Fig. 1: run 1, cell placement
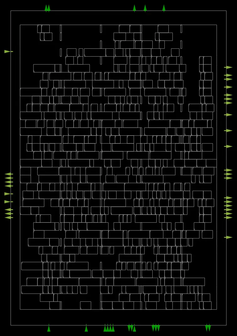
Fig. 2: run 1, ports around the boundary
Bar = 20 µm. Pins as bars across the die edge, other pins in gray.
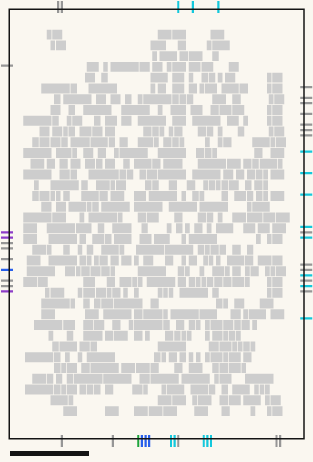
Fig. 3: run 1, cells by drive strength
Bar = 20 µm.
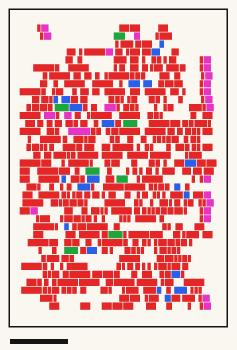
Fig. 4: run 1, met3 routing
Bar = 20 µm.
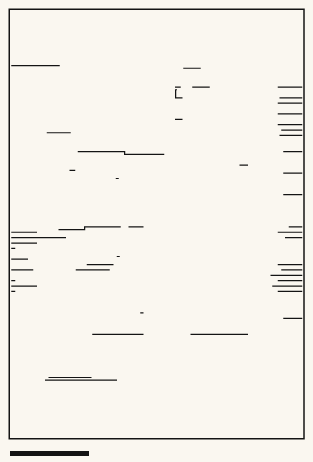
<file path="config.mk">
export PLATFORM = sky130hd
export DESIGN_NAME = game_flow_ctrl
export DESIGN_NICKNAME = d
export VERILOG_FILES = /design/src/rtl/game_pkg.sv /design/src/rtl/bcd_add_sat.sv /design/src/rtl/game_flow_ctrl.sv
export SDC_FILE = /design/constraint.sdc
export NUM_CORES = 1
export LEC_CHECK = 0
export CAP_MARGIN = 20
export CORE_ASPECT_RATIO = 1.5
export CORE_MARGIN = 3
export CORE_UTILIZATION = 50
export CTS_BUF_LIST = sky130_fd_sc_hd__clkbuf_2 sky130_fd_sc_hd__clkbuf_4 sky130_fd_sc_hd__clkbuf_8
export DETAILED_ROUTE_END_ITERATION = 16
export GPL_TIMING_DRIVEN = 0
export PLACE_DENSITY = 0.76
export SETUP_SLACK_MARGIN = 0.3
export SYNTH_ARGS = -nofsm -noshare
export SYNTH_HDL_FRONTEND = slang
export SYNTH_HIERARCHICAL = 1
export SYNTH_SLANG_ARGS = --single-unit
</file>
<file path="constraint.sdc">
create_clock -name clk -period 9.2 [get_ports clk]
set_clock_uncertainty 0.2 [all_clocks]
set_input_delay 1.38 -clock clk [delete_from_list [all_inputs] [get_ports clk]]
set_output_delay 1.38 -clock clk [all_outputs]
set_load 0.05 [all_outputs]
</file>
<file path="src/rtl/game_pkg.sv">
// Shared definitions for the game flow sequencer: state codes and BCD score limits.
package game_pkg;

  typedef enum logic [2:0] {
    ST_START = 3'd0,
    ST_INIT  = 3'd1,
    ST_PLAY  = 3'd2,
    ST_OVER  = 3'd3,
    ST_WIN   = 3'd4
  } game_state_e;

  localparam int SCORE_W = 16;
  localparam logic [SCORE_W-1:0] BCD_MAX = 16'h9999;

endpackage

</file>
<file path="src/rtl/bcd_add_sat.sv">
// Combinational 4-digit BCD adder with a 2-digit BCD increment, saturating at 9999.
module bcd_add_sat
  import game_pkg::*;
(
  input  logic [SCORE_W-1:0] a_i,
  input  logic [7:0]         inc_i,
  output logic [SCORE_W-1:0] sum_o
);

  logic [4:0]         carry;
  logic [4:0]         dsum;
  logic [3:0]         digit_b;
  logic [SCORE_W-1:0] sum_raw;

  always_comb begin
    carry    = '0;
    dsum     = '0;
    digit_b  = '0;
    sum_raw  = '0;
    for (int unsigned i = 0; i < 4; i++) begin
      digit_b = (i < 2) ? inc_i[i*4 +: 4] : 4'd0;
      dsum    = {1'b0, a_i[i*4 +: 4]} + {1'b0, digit_b} + {4'd0, carry[i]};
      if (dsum > 5'd9) begin
        dsum       = dsum - 5'd10;
        carry[i+1] = 1'b1;
      end else begin
        carry[i+1] = 1'b0;
      end
      sum_raw[i*4 +: 4] = dsum[3:0];
    end
    // A carry out of the thousands digit means the true sum exceeded 9999.
    sum_o = carry[4] ? BCD_MAX : sum_raw;
  end

endmodule

</file>
<file path="src/rtl/game_flow_ctrl.sv">
// Game-level sequencer: start screen, judge reset hold, play, game-over/win overlay, BCD score.
// Define GAME_FLOW_HISCORE_EN to build the high-score register; otherwise hiscore is tied to 0.
module game_flow_ctrl
  import game_pkg::*;
#(
  parameter int RST_HOLD   = 16,
  parameter int OVER_DELAY = 60,
  parameter int ENEMY_PTS  = 1,
  parameter int BOSS_PTS   = 1
) (
  input  logic               clk,
  input  logic               rst,
  input  logic               enter,
  input  logic               frame_tick,
  input  logic [3:0]         present_health,
  input  logic               enemy_kill,
  input  logic               boss_kill,
  output logic               play_en,
  output logic               end_en,
  output logic               win,
  output logic               game_rst,
  output logic [SCORE_W-1:0] score,
  output logic [2:0]         state,
  output logic [SCORE_W-1:0] hiscore
);

  game_state_e        state_q, state_d;
  logic               enter_q;
  logic               enter_rise;
  logic [15:0]        hold_q, hold_d;
  logic [7:0]         frame_q, frame_d;
  logic               first_q, first_d;
  logic [SCORE_W-1:0] score_q, score_d;
  logic [SCORE_W-1:0] score_sum;
  logic [7:0]         score_inc;
  logic               play_en_q, end_en_q, win_q, game_rst_q;

  assign enter_rise = enter & ~enter_q;
  assign score_inc  = {boss_kill  ? 4'(BOSS_PTS)  : 4'd0,
                       enemy_kill ? 4'(ENEMY_PTS) : 4'd0};

  bcd_add_sat u_add (
    .a_i   (score_q),
    .inc_i (score_inc),
    .sum_o (score_sum)
  );

  always_comb begin
    state_d = state_q;
    hold_d  = hold_q;
    frame_d = frame_q;
    first_d = 1'b0;
    score_d = score_q;
    case (state_q)
      ST_START: begin
        if (enter_rise) begin
          state_d = ST_INIT;
          hold_d  = 16'(RST_HOLD - 1);
          score_d = '0;
        end
      end
      ST_INIT: begin
        if (hold_q == 16'd0) begin
          state_d = ST_PLAY;
          first_d = 1'b1;
        end else begin
          hold_d = hold_q - 16'd1;
        end
      end
      ST_PLAY: begin
        score_d = score_sum;
        // Health is stale on the first PLAY cycle while the judges leave reset.
        if (!first_q && present_health == 4'd0) begin
          state_d = ST_OVER;
          frame_d = '0;
        end else if (boss_kill) begin
          state_d = ST_WIN;
          frame_d = '0;
        end
      end
      ST_OVER, ST_WIN: begin
        if (frame_tick && frame_q < 8'(OVER_DELAY)) frame_d = frame_q + 8'd1;
        if (enter_rise && frame_q >= 8'(OVER_DELAY)) state_d = ST_START;
      end
      default: state_d = ST_START;
    endcase
  end

  always_ff @(posedge clk) begin
    if (!rst) begin
      state_q    <= ST_START;
      enter_q    <= 1'b1;
      hold_q     <= '0;
      frame_q    <= '0;
      first_q    <= 1'b0;
      score_q    <= '0;
      play_en_q  <= 1'b0;
      end_en_q   <= 1'b0;
      win_q      <= 1'b0;
      game_rst_q <= 1'b0;
    end else begin
      state_q    <= state_d;
      enter_q    <= enter;
      hold_q     <= hold_d;
      frame_q    <= frame_d;
      first_q    <= first_d;
      score_q    <= score_d;
      play_en_q  <= state_d inside {ST_PLAY, ST_OVER, ST_WIN};
      end_en_q   <= state_d inside {ST_OVER, ST_WIN};
      win_q      <= (state_d == ST_WIN);
      game_rst_q <= state_d inside {ST_PLAY, ST_OVER, ST_WIN};
    end
  end

`ifdef GAME_FLOW_HISCORE_EN
  logic [SCORE_W-1:0] hiscore_q;
  logic               hi_pend_q;

  // Compare one cycle after leaving PLAY so the final kill is already in score_q.
  always_ff @(posedge clk) begin
    if (!rst) begin
      hiscore_q <= '0;
      hi_pend_q <= 1'b0;
    end else begin
      hi_pend_q <= (state_q == ST_PLAY) && (state_d inside {ST_OVER, ST_WIN});
      if (hi_pend_q && score_q > hiscore_q) hiscore_q <= score_q;
    end
  end

  assign hiscore = hiscore_q;
`else
  assign hiscore = '0;
`endif

  assign play_en  = play_en_q;
  assign end_en   = end_en_q;
  assign win      = win_q;
  assign game_rst = game_rst_q;
  assign score    = score_q;
  assign state    = state_q;

endmodule

</file>
==> results_slide.txt, run 1 <==
Implementation Results

Outcome
  – Status: complete, no violations

Final timing
  – Hold Slack: 291 ps
  – Least-Margin Pin Slew: 671 ps
  – Setup Viol. Count Final: 0
  – Crit path time final: ~8000 ps
  – Setup ws final: 1170 ps
  – RSZ-0062 raised after global routing: no
  – Worst slew margin: 54.8%

Power and ir drop
  – Sequential power: 0.000218 W
  – Dominant power group: registers
  – Clk pwr: 0.000121 W
  – Static leakage: around 1.6 nW
  – P per Cell Area: 117 mW/mm²

Drt
  – Met1 WL: 3310 µm
  – Remaining DRCs: 0
  – Top Layer Used: met4

Worst setup path
  – R2r startpoint: score[0]
  – Critical path class: input pin to register
  – Max stage delay cell, worst path: nor4bb_1
  – CP endpoint: score[3]

GRT
  – First-pass GRT wire length: 13200 µm
  – Grt ovf: 0
  – M1 GR Usage: 24.7%
  – Vias in the first global route: 2931
  – GRT met2 Usage: ~36%

Final layout
  – Finished Layout Cells: 578
  – Most instantiated logic cells after routing: 48 x dfxtp_1, 47 x nand2_1, 32 x clkdlybuf4s50_1
  – Most numerous logic cell after layout: dfxtp_1

CTS
  – CTS H-Tree Depth: 2
  – Post CTS Setup Buffer Count: 0

Synthesis
  – Comb area leader: simple AND/OR/NAND/NOR gates
  – Synthesized area per cell: 7.92 µm²
  – MUX share of area: 0.323%

Floorplanning
  – Die Span X: 74.2 µm
  – Top Ports: 49

Place
  – Placed insts: roughly 570
  – Port bufs: 32

Hold path
  – Critical hold path startpoint: hold_q[9]
About Fig. 1:
row cnt: 36
final core occ: 61.4%
Core Footprint: 0.00662 mm²
Seq area share: 23.6%

About Fig. 2:
`state` -> purple  # pins 3, direction output, edge west
`boss_kill` -> green  # pins 1, direction input, edge south
`score` -> cyan  # pins 16, direction output, edge 8 east, 5 south, 3 north
`present_health` -> blue  # pins 4, direction input, edge 3 south, 1 west

About Fig. 3:
x3 and x4 -> magenta  # cells 23, share 4.6%, most used buf_4
x2 -> blue  # cells 20, share 4.0%
x1 and smaller -> red  # cells 452, share 90%, most used dfxtp_1
x6 and larger -> green  # cells 7, share 1.4%, most used clkbuf_8

About Fig. 4:
main direction = horizontal
longest straight run = 17.9 µm
wire length on this layer = 300 µm
share of all routed wire = 3.9%

[run 1: layout make-up]
cell class | instances | area share (%)
buffer | 39 | 5.75
clock buffer | 6 | 1.88
clock inverter | 1 | 0.123
inverter | 24 | 2.28
multi-input combinational | 352 | 56.1
sequential | 48 | 23.6
tap | 76 | 2.34
timing repair buffer | 32 | 7.88
[run 1: critical path, delay by kind of cell]
kind	cells	cell delay [ps]
compound gates	7	1280
xor+xnor	1	340
fa+ha+maj	8	2410
buf+inv	5	1140
simple gates	7	1460
[run 1: registers in the layout, indices dropped and copies added, names as in the netlist]
name      count
hold_q       16
game_rst      1
state         3
win           1
end_en        1
frame_q       8
score        16
first_q       1
enter_q       1
Fig. 5: run 1, metal layers overlaid
Bar = 20 µm.
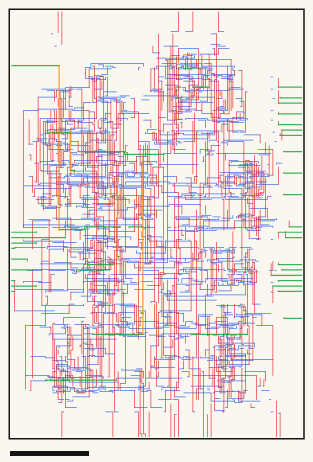

==> run 2: changes to the inputs <==
--- a/config.mk
+++ b/config.mk
@@ -6,13 +6,15 @@
 export NUM_CORES = 1
 export LEC_CHECK = 0
 export CAP_MARGIN = 20
+export CELL_PAD_IN_SITES_DETAIL_PLACEMENT = 0
+export CELL_PAD_IN_SITES_GLOBAL_PLACEMENT = 1
 export CORE_ASPECT_RATIO = 1.5
 export CORE_MARGIN = 3
-export CORE_UTILIZATION = 50
+export CORE_UTILIZATION = 42
 export CTS_BUF_LIST = sky130_fd_sc_hd__clkbuf_2 sky130_fd_sc_hd__clkbuf_4 sky130_fd_sc_hd__clkbuf_8
 export DETAILED_ROUTE_END_ITERATION = 16
 export GPL_TIMING_DRIVEN = 0
-export PLACE_DENSITY = 0.76
+export PLACE_DENSITY = 0.84
 export SETUP_SLACK_MARGIN = 0.3
 export SYNTH_ARGS = -nofsm -noshare
 export SYNTH_HDL_FRONTEND = slang
Fig. 6: run 2, metal layers overlaid
Bar = 20 µm.
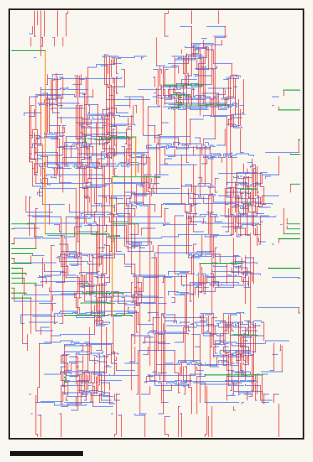
M2 -> red  # wire length 4050 µm
M1 -> blue  # wire length 3460 µm
M4 -> orange  # wire length 99.3 µm
M3 -> green  # wire length 274 µm

==> results_slide.txt, run 2 <==
Implementation Results

Outcome
  – Status: complete, no violations

Worst setup path
  – CP top delay family: adder cells
  – Worst path depth: 28 (unchanged)
  – Crit path max fanout: 8
  – Max stage delay cell, worst path: nor4bb_1
  – Critical Path Start: enemy_kill
  – R2R setup slack: 2380 ps
  – Worst reg2reg endpoint: score[3]
  – Critical path arrival: 8000 ps
  – Worst Path Buf+Inv: 5 (unchanged)
  – Worst setup SP type: input pin
  – R2r startpoint: score[0]
  – Critical path class: input pin to register
  – Crit path capture type: register
  – CP endpoint: score[3]

CTS
  – Clock Path Buffers: 2
  – Post CTS Setup Buffer Count: 0 (unchanged)
  – Num CTS Buffers: 5
  – Clock transition at the registers of the reported paths: 80 ps
  – Hold buffers post-CTS: 0
  – CTS H-Tree Depth: 2 (unchanged)

Place
  – Placed insts: 600 (+5.1%)
  – DP Wirelength: 6080 µm
  – Port bufs: 32 (unchanged)
  – Placed cell areas: 0.00402 mm²
  – Pre-CTS setup slack: 882 ps

Final timing
  – RSZ-0062 raised after global routing: no
  – Worst slew margin: 54.1% (-0.71 points)
  – Setup Viol. Count Final: 0 (unchanged)
  – Setup ws final: 1210 ps (+35.6 ps)
  – Crit path time final: 7990 ps (-35.6 ps)
  – Hold Slack: 293 ps (+1.86 ps)
  – Least-Margin Pin Slew: 685 ps (+13.8 ps)

Final layout
  – Final core occ: 51.1% (-10 points)
  – Most numerous logic cell after layout: dfxtp_1
  – Layout cell share with drive strength beyond 1: roughly a tenth
  – Most instantiated logic cells after routing: 48 x dfxtp_1, 47 x nand2_1, 32 x clkdlybuf4s50_1
  – Finished Layout Cells: 606 (+4.8%)
  – Diodes inserted: 0
  – Design area: 0.00412 mm²
  – Nets: 533

Floorplanning
  – Top Ports: 49 (unchanged)
  – Core Footprint: 0.00806 mm² (+22%)
  – Starting Density: between 40% and 50%
  – Die Span X: 80.4 µm (+8.4%)
  – Row cnt: 40 (+11%)

GRT
  – Grt ovf: 0 (unchanged)
  – First-pass GRT wire length: 13400 µm (+1.4%)
  – Initial antenna violation count: 0
  – Largest net degree at the start of global routing: 14
  – Vias in the first global route: 2913 (-0.61%)

Power and ir drop
  – Dominant power group: registers
  – Sequential power: 0.000218 W (about the same)
  – Clk pwr: 0.000146 W (+21%)
  – Static leakage: 1.63 nW (+0.35%)
  – Sw frac: a little under a third
  – Sw power: 0.000158 W
  – P per Cell Area: 121 mW/mm² (+3.9%)
  – Pint: 0.000343 W
  – Worst vdd ir: just over 0.09 mV
  – Comb pwr share: 27.4%

Synthesis
  – Post-Synth Adder-Cell Area: 8.19%
  – Synthesized area per cell: 7.92 µm² (unchanged)
  – Cell total in the yosys stat output: 440
  – Synth Warn #: 6
  – Complex-gate fraction of the synthesized area: 23.2%
  – Top-count cell post-synth: dfxtp_1
  – Synth Flop Type: dfxtp_1
  – MUX share of area: 0.323% (unchanged)
  – Post-synth regs: 48
  – Comb area leader: simple AND/OR/NAND/NOR gates
  – Top cells, area: dfxtp_1 28%, ha_1 6.5%, nand2_1 5.1%, a21oi_1 4.5%, buf_4 3.9%

Drt
  – Via count: 3264
  – Per-cell routed wire length: 13.0 µm
  – Remaining DRCs: 0 (unchanged)

Hold path
  – Critical hold path startpoint: frame_q[7]
  – Worst Hold Class: register to register
Fig. 7: run 2, met3 routing
Bar = 20 µm.
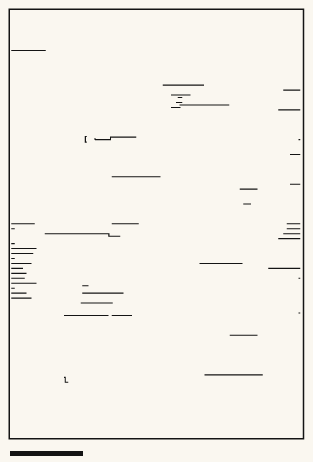
main direction = horizontal
wire length on this layer = 274 µm
longest straight run = 17.5 µm
share of all routed wire = 3.5%

==> run 2: cell counts after synthesis <==
Identical to the previous run, type by type.
==> run 2: area by class of cell <==
cell class	instances	area share, %
Sequential cell	48	23.3
Multi-Input combinational cell	352	55.4
Buffer	39	5.68
Clock inverter	1	0.729
Inverter	24	2.25
Tap cell	105	3.19
Clock buffer	5	1.67
Timing Repair Buffer	32	7.77
==> run 2: metal layers <==
metal	GRT usage (%)	vias up	wire length, µm	part of all wire [%]
met5	0	-	0	0
met4	4.44	0	99	1.3
li1	-	1672	-	-
met2	29.9	68	4050	51
met1	21.7	1516	3460	44
met3	1.99	8	274	3.5
Fig. 8: run 2, cells by drive strength
Bar = 20 µm.
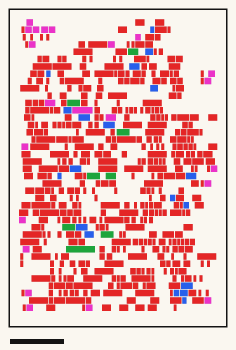

==> run 3: changes to the inputs <==
==> constraint.sdc (replaced) <==
create_clock -name clk -period 8.6 [get_ports clk]
set_clock_uncertainty 0.2 [all_clocks]
set_input_delay 1.29 -clock clk [delete_from_list [all_inputs] [get_ports clk]]
set_output_delay 1.29 -clock clk [all_outputs]
set_load 0.05 [all_outputs]
Fig. 9: run 3, cells by drive strength
Bar = 20 µm.
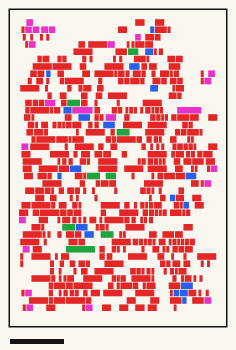
x2 -> blue  # cells 19, share 3.8%
x1 and smaller -> red  # cells 451, share 90%, most used dfxtp_1
x6 and larger -> green  # cells 8, share 1.6%, most used clkbuf_8
x3 and x4 -> magenta  # cells 23, share 4.6%, most used buf_4

==> results_slide.txt, run 3 <==
Implementation Results

GRT
  – Grt ovf: 0 (unchanged)
  – Busiest layer in global routing: met2
  – M1 GR Usage: 21.7% (unchanged)
  – GRT met2 Usage: 29.9% (unchanged)
  – Vias in the first global route: 2913 (unchanged)
  – GR Layer Usage met3: 1.99% (unchanged)
  – First-pass GRT wire length: 13400 µm (unchanged)

Synthesis
  – Synth Flop Type: dfxtp_1
  – Top cells, area: dfxtp_1 28%, ha_1 6.5%, nand2_1 5.1%, a21oi_1 4.5%, buf_4 3.9%
  – Synthesized area per cell: 7.92 µm² (unchanged)
  – Synth Warn #: 6 (unchanged)
  – Post-synth regs: 48 (unchanged)

Final layout
  – Clock network area share: 2.39% (-0.0087 points)
  – Largest cell class: logic gates
  – Finished Layout Cells: 606 (unchanged)
  – Nets: 533 (unchanged)
  – Multi-input combinational area share: 55.6% (+0.16 points)
  – Signal buffers: 71 (unchanged)
  – Most instantiated logic cells after routing: 48 x dfxtp_1, 47 x nand2_1, 32 x clkdlybuf4s50_1
  – CLK BUF: 5 (unchanged)
  – Most numerous logic cell after layout: dfxtp_1
  – Design area: 0.00414 mm² (+0.36%)
  – Invs w/o clock: 24 (unchanged)
  – Mi-comb count: 352 (unchanged)
  – Layout cell share with drive strength beyond 1: 9.98% (+0.20 points)
  – Layout sequential cell count: 48 (unchanged)
  – Signal buf overhead: 13.4% (-0.049 points)

Final timing
  – Setup ws final: 764 ps (-442 ps)
  – Setup Viol. Count Final: 0 (unchanged)
  – Least-Margin Pin Slew: 689 ps (+3.74 ps)
  – Worst slew margin: 53.9% (-0.25 points)
  – Hold Slack: 293 ps (-0.00700 ps)
  – Crit path time final: between 7000 and 8000 ps

Drt
  – Remaining DRCs: 0 (unchanged)
  – Per-cell routed wire length: 13.1 µm (+0.80%)
  – Via count: 3291 (+0.83%)

Worst setup path
  – Worst reg2reg endpoint: score[3]
  – Crit path max fanout: 8 (unchanged)
  – Crit path capture type: register
  – Worst Path Buf+Inv: 5 (unchanged)
  – R2r startpoint: score[0]
  – Critical path class: input pin to register
  – Worst path depth: 29 (+3.6%)
  – Critical path arrival: 7840 ps (-160 ps)
  – Max stage delay cell, worst path: clkdlybuf4s50_1
  – CP top delay family: adder cells
  – Critical Path Start: enemy_kill

Floorplanning
  – Die Span X: 80.4 µm (unchanged)
  – Starting Density: 43.2% (unchanged)
  – Row cnt: 40 (unchanged)
  – Core Footprint: 0.00806 mm² (unchanged)

CTS
  – Clock Path Buffers: 2 (unchanged)
  – Clock transition at the registers of the reported paths: 80 ps (about the same)
  – CTS H-Tree Depth: 2 (unchanged)
  – Hold buffers post-CTS: 0 (unchanged)

Power and ir drop
  – Worst vdd ir: 0.0986 mV (+7.0%)
  – P per Cell Area: 129 mW/mm² (+6.5%)
  – Dominant power group: registers
  – Clk pwr: 0.000156 W (+7%)
  – Pint: 0.000367 W (+7.0%)
  – Sequential power: 0.000233 W (+7%)
  – Sw frac: 31.5% (-0.051 points)
  – Comb pwr share: 27.4% (about the same)

Hold path
  – Critical hold path startpoint: frame_q[7]

Place
  – Pre-CTS setup slack: 372 ps (-510 ps)
  – Port bufs: 32 (unchanged)
  – DP Wirelength: 6080 µm (unchanged)
  – Placed insts: 600 (unchanged)

Outcome
  – Status: complete, no violations
Fig. 10: run 3, met3 routing
Bar = 20 µm.
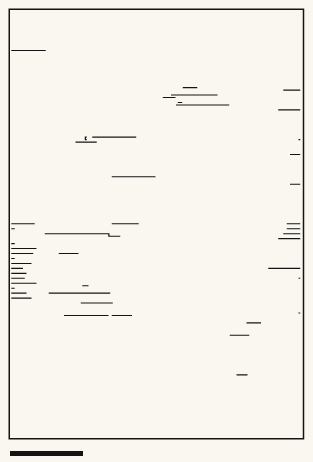
share of all routed wire = 3.2%
longest straight run = 17.5 µm
main direction = horizontal
nets with wire on the layer = 41

==> run 3: cell counts after synthesis <==
No cell type changed its count.
==> run 3: kinds of logic (layout without fill, tap and decap cells) <==
logic type	Yosys count	count (layout)	synth area share [%]
and+or+nand+nor	179	179	29.7
AOI/OAI and AO/OA	121	121	23.2
buffers and inverters	63	101	9.37
DFF	48	48	27.6
adders and majority gates	21	21	8.19
xor gates and xnor gates	6	6	1.51
other	1	24	0.108
muxes	1	1	0.323
==> run 3: metal layers <==
| layer | up-vias | part of all wire (%) |
|---|---|---|
| met5 | - | 0 |
| met4 | 0 | 1.2 |
| met3 | 8 | 3.2 |
| met2 | 61 | 52 |
| met1 | 1544 | 44 |
| li1 | 1678 | - |
Power figures rest on the tool's default switching activity, not on a simulated workload.
